congestion.png
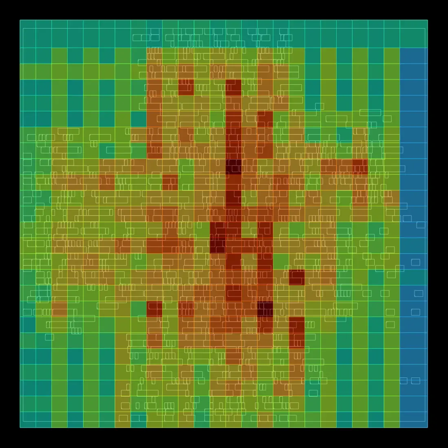
detail.png
Scale bar: 10 um. Window x 113 to 153, y 24 to 64 um. Cells in gray, sequential cells in the stronger gray; small squares are vias.
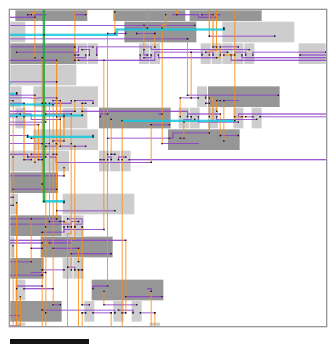
layer_met1.png
Scale bar: 50 um. Supply wires on this layer in gray.
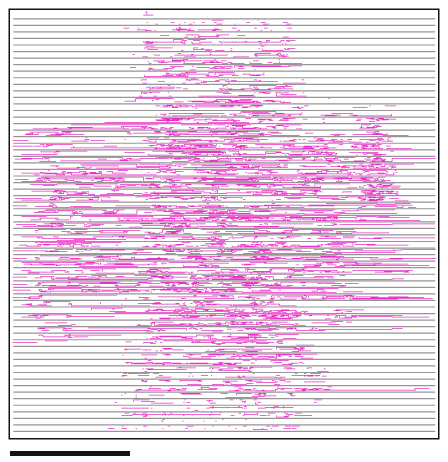
==> config.mk <==
export PLATFORM = sky130hd
export DESIGN_NAME = stepper_pattern_player
export DESIGN_NICKNAME = d
export VERILOG_FILES = /design/src/rtl/stepper_pattern_player.sv
export SDC_FILE = /design/constraint.sdc
export NUM_CORES = 1
export LEC_CHECK = 0
export CORE_UTILIZATION = 30
export CTS_CLUSTER_SIZE = 10
export DETAILED_ROUTE_END_ITERATION = 12
export SYNTH_ARGS = -nofsm -noshare
export SYNTH_HDL_FRONTEND = slang
export SYNTH_SLANG_ARGS = --single-unit
==> constraint.sdc <==
create_clock -name system1000 -period 16.78 [get_ports system1000]
set_clock_uncertainty 0.05 [all_clocks]
set_input_delay 5.034 -clock system1000 [delete_from_list [all_inputs] [get_ports system1000]]
set_output_delay 5.034 -clock system1000 [all_outputs]
set_load 0.01 [all_outputs]
==> GITHUB_STEP_SUMMARY <==
### Flow metrics

| Metric | Value |
|---|---|
| Status | completed |
| Most frequent logic cells in the routed design | 431 x nand2_1, 141 x dfrtp_1, 134 x clkdlybuf4s50_1, 62 x mux4_2, 53 x mux2i_1 |
| Area grow syn2layout | 22.4% |
| Met2 Usage GRT | 26.2% |
| Warnings, synthesis | 0 |
| Metal2 WL | 11800 um |
| Final Hold Viols | 0 |
| Synth logic family | simple AND/OR/NAND/NOR gates |
| Final #Nets | 1224 |
| Max FFs per register | 120 |
| Count of library flops with an enable pin | 0 |
| Ys flop type | dfrtp_1 |
| Commonest Layout Cell | nand2_1 |
| Comb/total area | 46.1% |
| WP buf/inv | 3 |
| Starting Density | 30.9% |
| Die Width | 178 um |
| Period utilization | 48.5% |
| Share of cells above drive strength 1 | 12.8% |
| Proportion of power drawn by the clock network | 18.7% |
| CTS tree | done |
| PortBufs | 134 |
| Well Taps | 390 |
| Largest net degree at the start of global routing | 96 |
| Nonclk inv count | 14 |
| Internal power | 0.00115 W |
| DRT iter0 DRCs | 538 |
| Storage element area | 3580 um^2 |
| Pins Over Slew Limit | 0 |
| Switching part of the total power | 42.0% |
| Std-Cell Rows | 63 |
| Top cell category | multi-input combinational cells |
| Via density per instance | 5.15 |
| Combinational power | 0.000925 W |
| Number of cells after detailed placement | 1463 |
| Seq. pwr | 0.000688 W |
| Final setup violating endpoints | 0 |
| Complex Gates by Area | 8.67% |
| Net switching power | 0.000833 W |
| Tot GR Track Use | 18.1% |
| Post_cts resized | 0 |
| HP Class | register to register |
| Crit path depth | 11 |
| # clk buffers | 20 |
| CP cell instances | clkdlybuf4s50_1, and4bb_1, a41o_1, o211a_2, buf_4, inv_2, nor2_1, nor4_1, or4_1, nand4_1, a31oi_1 |
| Hold path depth | 2 |
| CTS Hold Buffers Added | 0 |
| Seq/total area | 31.6% |
| Top Consumer | combinational cells |
| Post-Place Setup Slack | 8270 ps |
| Sink Count | 143 |
| Cts bufs inserted | 17 |
| Number of cells in Yosys stat | 998 |
| Routed wl met3 | 1680 um |
| PwrDens | 175 nW/um^2 |
| Clock slew at reported path FFs | 70 ps |
| Routability Congestion | 0.913 |
| Data arrival time of the worst path | 8360 ps |
| CTS HTree Levels | 4 |
| Fmax | 123 MHz |
| RSZ-0062 raised after global routing | false |
| Top cells by area | dfrtp_1 39%, nand2_1 18%, mux4_2 15%, mux2i_1 5.7%, a21oi_1 1.6% |
| Buffer share of cell area | 12.5% |
| Post-synth top cells | 432 x nand2_1, 143 x dfrtp_1, 62 x mux4_2, 53 x mux2i_1, 32 x clkbuf_1 |
| Cell type with the largest total area | dfrtp_1 |
| Worst Tran Pin Value | 966 ps |
| Peak supply drop | 90.9 uV |
| Chip area | 31600 um^2 |
| CP Max Fanout | 58 |
| Nets at Floorplan | 1130 |
| Combinational Power Share | 46.6% |
| Drc violations | 0 |
| FFs & Latches | 143 |
Notes on congestion.png above:
WL/cell: 18.3 um
end-of-flow core utilization: 37.7%
GR peak layer: met1

Notes on detail.png above:
- purple: metal 1
- orange: metal 2
- cyan: metal 3
- green: metal 4
- cells with their middle in the window: 50
- most frequent: nand2_1 (28), dfrtp_1 (13)
- sequential cells in the window: 13

Notes on layer_met1.png above:
- wire length on this layer: 13200 um
- main direction: horizontal
- longest straight run: 49.4 um
- nets with wire on the layer: 1083
routed wire length: 27300 um
met1 Resource Use GR: 26.5%
via count of the routed design: 7705

No activity file was given, so power comes from the tool's default toggle rates.
